`src/rtl/pc_next_unit.sv`:
```
// pc_next_unit: program-counter sequencer for the fetch stage.
// Each rising edge it picks the next fetch address in this priority order:
// halt, jump, branch, stall, then sequential advance on mem_ready.
// Ports:
//   clk            - clock, all state updates on the rising edge
//   rst            - synchronous active-low reset
//   mem_ready      - instruction memory accepts the fetch at pc this cycle
//   stall          - hold request from decode
//   branch_en      - conditional branch taken
//   offset_shifted - sign-extended branch offset, already shifted left by 1
//   jump_en        - unconditional jump request
//   jump_target    - absolute jump address (bit 0 is ignored)
//   halt           - halt instruction decoded
//   pc             - current fetch address (registered)
//   pc_plus        - pc + PC_STEP (combinational)
//   fetch_valid    - pc is a valid fetch request (decoded from state)
//   redirect       - pulse: pc was loaded by a jump/branch on the previous edge
//   halted         - unit is in HALT (decoded from state)
//   fetch_count    - number of accepted sequential fetches
module pc_next_unit #(
  parameter logic [15:0] RESET_VECTOR = 16'h0000,
  parameter logic [15:0] PC_STEP      = 16'd2
) (
  input  logic        clk,
  input  logic        rst,
  input  logic        mem_ready,
  input  logic        stall,
  input  logic        branch_en,
  input  logic [15:0] offset_shifted,
  input  logic        jump_en,
  input  logic [15:0] jump_target,
  input  logic        halt,
  output logic [15:0] pc,
  output logic [15:0] pc_plus,
  output logic        fetch_valid,
  output logic        redirect,
  output logic        halted,
  output logic [15:0] fetch_count
);

  localparam int unsigned AW = 16;
  localparam logic [AW-1:0] ALIGN_MASK = 16'hFFFE;

  typedef enum logic [1:0] {
    IDLE = 2'd0,
    RUN  = 2'd1,
    HALT = 2'd2
  } state_t;

  state_t        state;
  logic [AW-1:0] branch_target;
  logic [AW-1:0] jump_aligned;

  // Address arithmetic wraps mod 2^16; targets are forced halfword aligned.
  assign pc_plus       = pc + PC_STEP;
  assign branch_target = (pc_plus + offset_shifted) & ALIGN_MASK;
  assign jump_aligned  = jump_target & ALIGN_MASK;

  assign fetch_valid = (state == RUN);
  assign halted      = (state == HALT);

  // State, pc, redirect pulse and fetch counter.
  always_ff @(posedge clk) begin
    if (!rst) begin
      state       <= IDLE;
      pc          <= RESET_VECTOR;
      redirect    <= 1'b0;
      fetch_count <= '0;
    end else begin
      redirect <= 1'b0;
      case (state)
        IDLE: state <= RUN;
        RUN: begin
          if (halt) begin
            state <= HALT;
          end else if (jump_en) begin
            pc       <= jump_aligned;
            redirect <= 1'b1;
          end else if (branch_en) begin
            pc       <= branch_target;
            redirect <= 1'b1;
          end else if (!stall && mem_ready) begin
            pc          <= pc_plus;
            fetch_count <= fetch_count + AW'(1);
          end
        end
        HALT:    state <= HALT;
        default: state <= IDLE;
      endcase
    end
  end

endmodule

```
`config.mk`:
```
export PLATFORM = sky130hd
export DESIGN_NAME = pc_next_unit
export DESIGN_NICKNAME = d
export VERILOG_FILES = /design/src/rtl/pc_next_unit.sv
export SDC_FILE = /design/constraint.sdc
export NUM_CORES = 1
export LEC_CHECK = 0
export CORE_MARGIN = 2
export CORE_UTILIZATION = 50
export DETAILED_ROUTE_END_ITERATION = 7
export PLACE_DENSITY = 0.86
export SYNTH_ARGS = -nofsm -noshare
export SYNTH_HDL_FRONTEND = slang
export SYNTH_SLANG_ARGS = --single-unit
```
`constraint.sdc`:
```
create_clock -name clk -period 6.65 [get_ports clk]
set_clock_uncertainty 0.05 [all_clocks]
set_input_delay 1.33 -clock clk [delete_from_list [all_inputs] [get_ports clk]]
set_output_delay 1.33 -clock clk [all_outputs]
set_load 0.05 [all_outputs]
```
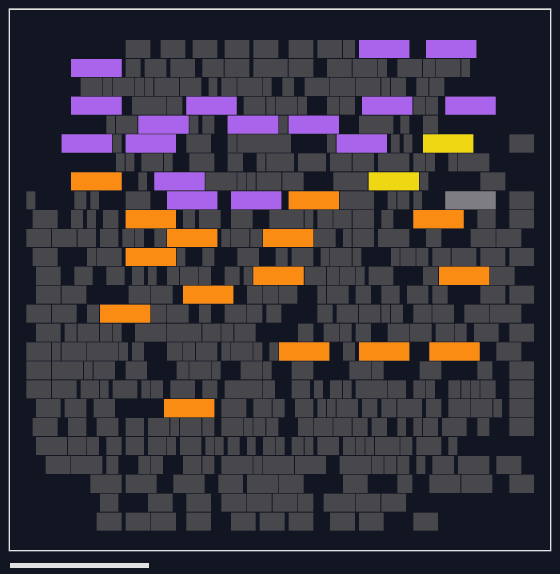
Run 1: register map, names as in the netlist
The bar under the picture is 20 um long.
legend:
  fetch_count:
    colour: purple
    flops: 16
  state:
    colour: yellow
    flops: 2
  pc:
    colour: orange
    flops: 15

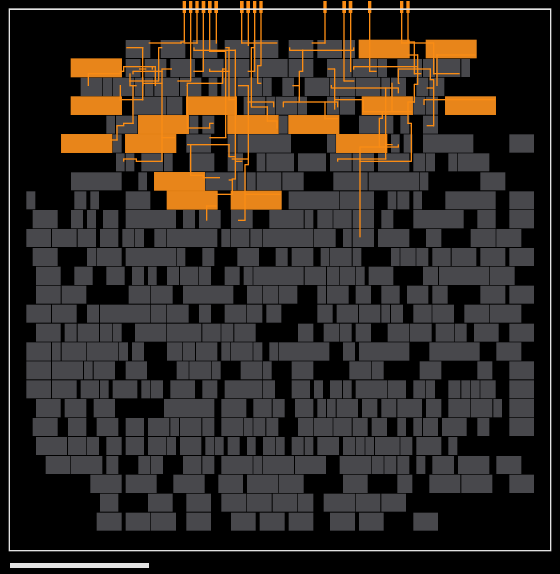
Run 1: I/O nets highlighted
The bar under the picture is 20 um long.
legend:
  fetch_count:
    colour: orange
    bits: 16
    direction: output
    edge: top
    end_cells: 16
    wire: 563 um

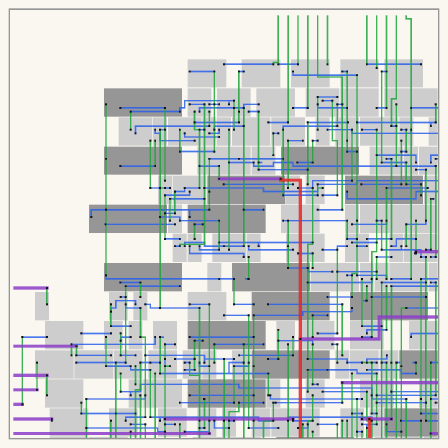
Run 1: zoomed window
Window x 0 to 40, y 38 to 78 um. Cells in grey, sequential cells in the stronger grey; small squares are vias.
legend:
  metal 1:
    colour: blue
  metal 2:
    colour: green
  metal 4:
    colour: red
  metal 3:
    colour: purple
cells with their middle in the window: 103
sequential cells in the window: 15
most frequent: clkdlybuf4s50_1 (18), dfxtp_1 (15), nor2_1 (14)
netlist names of flops here include: fetch_count (10), pc (5)

==> out/qor.yml, run 1 <==
clkbuf_count: 7
clk-power_uw: 159
warnings: 34
area_leaders: "dfxtp_1 25%, ha_1 11%, nor2_1 5.8%"
synth_area_leader_cell: "dfxtp_1"
leakage_uw: 0.00139
crit_family: "buffers and inverters"
grt_pass1_wl_um: 12600
status: "complete, no violations"
synth_chip_area_um2: 2720
track_usage_pct: 25.4
pg_comb_uw: 434
switching_share_pct: 44.1
layout_top_cells: "85 x clkdlybuf4s50_1, 42 x nor2_1, 34 x dfxtp_1"
holdWs_ns: 0.436
drtPass1Iterations: 5
drcViolationCount: 0
rows: 26
viasPerCell: 5.79
lay_top_count: "clkdlybuf4s50_1"
ys.flops: 34
cts_num_sinks: 34
path_buffers: 1
drive_gt1_share_pct: 4.00
power_switching_uw: 371
powerDensity_nw_per_um2: 228
max_freq_mhz: 244
yosysWarnings: 0
synth.most_common_cell: "nor2_1"
die_y_um: 77.7
cp-end-kind: "primary output"
powerSeq_uw: 247
grt_start_max_net_pins: 29
syn_area_um2: 2720
worstPathArrival_ns: 2.71
cp_data_required_time_ns: 5.27
synthTopCellsByCount: "42 x nor2_1, 34 x dfxtp_1, 26 x nand2_1, 23 x a21oi_1, 23 x ha_1"
edf_count: 0
reg2reg_to: "pc[15]"
n_all_inverters: 11
rrSetupSlack_ns: 3.33
fp_util_pct: 52.5
seq_share_pct: 18.5
async_reset_ff_share_pct: 0
-- run 1: cells by family (layout without fill, tap and decap cells) --
logic type,Yosys count,count (layout),share of synthesized area (%)
compound gates,88,88,21.5
xor+xnor,34,34,11.0
fa+ha+maj,23,23,10.6
buf+inv,26,105,4.24
flops,34,34,25.1
mux,5,5,1.84
other cells,1,2,0.138
simple gates,134,134,25.6
-- run 1: flip-flops by register name (all words and copies together) (netlist names) --
| name | flops |
|---|---|
| fetch_count | 16 |
| pc | 15 |
| state | 2 |
| redirect | 1 |
-- run 1: stage by stage --
| step | setup slack (ns) | cell area, um^2 | total power [uW] | util [%] |
|---|---|---|---|---|
| 6_report | 2.56 | 3680 | 840 | 71.2 |
| 5_1_grt | 2.42 | 3680 | 885 | 71.2 |
| 3_3_place_gp | 2.52 | 3590 | 673 | 69.4 |
| 2_1_floorplan | 2.78 | 2720 | 554 | - |
| 4_1_cts | 2.56 | 3680 | 840 | 71.2 |
| 3_5_place_dp | 2.48 | 3590 | 681 | 69.4 |
-- run 1: worst max path at each step --
| stage | end | cells after the start | startpoint | slack [ns] |
|---|---|---|---|---|
| after floorplan | pc[15] | 11 | pc[3] | 2.78 |
| after global placement | pc[14] | 7 | jump_en | 2.52 |
| after detailed placement | pc[14] | 7 | jump_en | 2.48 |
| after CTS | pc_plus[13] | 5 | pc[3] | 2.56 |
| after global routing | pc_plus[13] | 5 | pc[3] | 2.42 |
| final | pc_plus[13] | 5 | pc[3] | 2.56 |
-- run 1: routing by layer --
| metal | GRT usage (%) | wire [um] |
|---|---|---|
| met4 | 8.21 | 127 |
| met2 | 42.4 | 3620 |
| met3 | 4.42 | 502 |
| met5 | 0 | 0 |
| met1 | 33.1 | 3240 |
## Run 2: what changed since run 1
--- a/config.mk
+++ b/config.mk
@@ -6,9 +6,9 @@
 export NUM_CORES = 1
 export LEC_CHECK = 0
 export CORE_MARGIN = 2
-export CORE_UTILIZATION = 50
+export CORE_UTILIZATION = 42
 export DETAILED_ROUTE_END_ITERATION = 7
-export PLACE_DENSITY = 0.86
+export PLACE_DENSITY = 0.77
 export SYNTH_ARGS = -nofsm -noshare
 export SYNTH_HDL_FRONTEND = slang
 export SYNTH_SLANG_ARGS = --single-unit
==> constraint.sdc (replaced) <==
create_clock -name clk -period 3.5 [get_ports clk]
set_clock_uncertainty 0.05 [all_clocks]
set_input_delay 0.7 -clock clk [delete_from_list [all_inputs] [get_ports clk]]
set_output_delay 0.7 -clock clk [all_outputs]
set_load 0.05 [all_outputs]
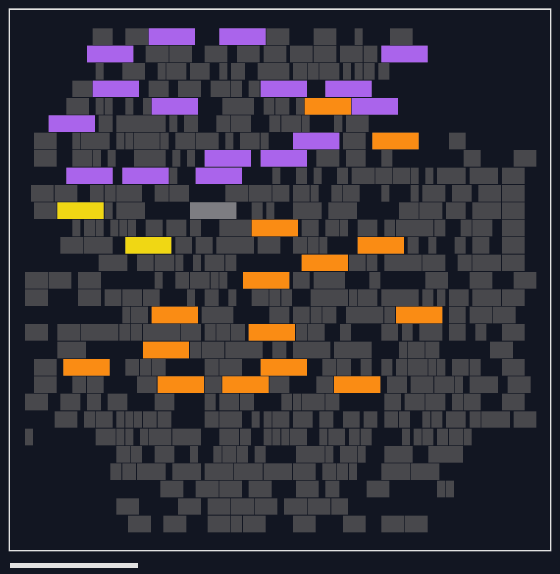
Run 2: register map, names as in the netlist
The bar under the picture is 20 um long.
legend:
  fetch_count:
    colour: purple
    flops: 16
  pc:
    colour: orange
    flops: 15
  state:
    colour: yellow
    flops: 2
not coloured: 1
Reg area: 681 um^2
seq pwr: 465 uW
Seq/total area: 17.7%
fin util: 60.9%

==> out/qor.yml, run 2 <==
synthTopCellsByCount: "42 x nor2_1, 34 x dfxtp_1, 26 x nand2_1, 23 x a21oi_1, 23 x ha_1"
fp_util_pct: 43.0
lay_top_count: "clkdlybuf4s50_1"
pre_cts_slack_ns: 0.252
drtPass1Iterations: 4
powerDensity_nw_per_um2: 421
reg2reg_to: "pc[15]"
worstPathArrival_ns: 2.58
layout_top_cells: "84 x clkdlybuf4s50_1, 42 x nor2_1, 34 x dfxtp_1"
area_leaders: "dfxtp_1 25%, ha_1 11%, nor2_1 5.8%"
max_freq_mhz: 300
synth_area_leader_cell: "dfxtp_1"
reg_top3: "fetch_count x16, pc x15, state x2"
grt_pass1_wl_um: 13400
status: "complete, no violations"
warnings: 35
drcViolationCount: 0
leakage_uw: 0.00154
rrSetupSlack_ns: 0.28
syn_area_um2: 2720
path_buffers: 1
rows: 29
track_usage_pct: 22.8
yosysWarnings: 0
edf_count: 0
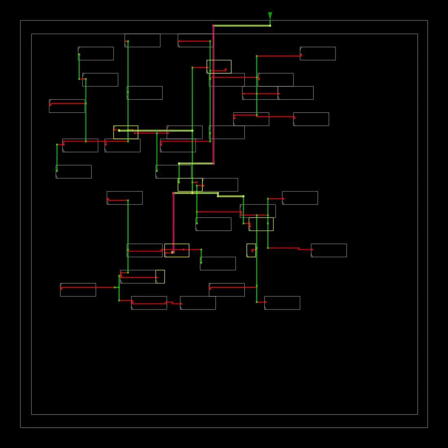
Run 2: clock nets
clk latency late pin: 0.28 ns
flop count: 34
CTS Sinks: 34

==> run 2: final cells by class <==
| cell class | count | area, um^2 |
|---|---|---|
| clock inverter | 2 | 10.0 |
| fill | 569 | 2470 |
| sequential | 34 | 681 |
| inverter | 11 | 41.3 |
| timing repair buffer | 96 | 936 |
| multi-input combinational | 286 | 2010 |
| tap | 77 | 96.3 |
| clock buffer | 5 | 68.8 |
==> run 2: through the flow <==
step	setup TNS, ns	instance area (um^2)	total power [uW]	instances
global placement	0	3760	1320	504
CTS	0	3840	1620	511
floorplan	-0.0254	2800	1070	346
finish	0	3840	1620	511
detailed placement	0	3760	1340	504
global route	0	3840	1710	511
==> run 2: how the worst max path moves through the flow <==
stage | from | endpoint | slack, ns | depth (start not counted)
6_report | pc[9] | pc_plus[15] | 0.17 | 5
5_1_grt | pc[3] | pc[15] | 0.02 | 11
4_1_cts | pc[9] | pc_plus[14] | 0.09 | 5
3_5_place_dp | pc[3] | pc[15] | 0.25 | 11
3_3_place_gp | pc[3] | pc[15] | 0.32 | 11
2_1_floorplan | pc[4] | pc[15] | -0.03 | 11
==> run 2: layer usage <==
layer	routed length (um)	up-vias	global-route usage, %
li1	-	1418	-
met1	3770	1345	31.7
met2	3710	110	37.4
met3	504	6	3.74
met4	57	0	4.76
met5	0	-	0
==> run 2: kinds of logic after synthesis <==
logic type / after synthesis / share of synthesized area (%)
buffers and inverters: 26 / 4.24
DFF: 34 / 25.1
adders and majority gates: 23 / 10.6
xor gates and xnor gates: 34 / 11.0
muxes: 5 / 1.84
and+or+nand+nor: 134 / 25.6
other: 1 / 0.138
AOI/OAI and AO/OA: 88 / 21.5
==> run 2: power breakdown <==
part	switching, uW	leakage, uW	internal [uW]
registers	40.9	0.000275	424
logic	542	0.00122	333
clock network	145	0.0000438	134
Power is estimated from default activity; no workload was simulated.
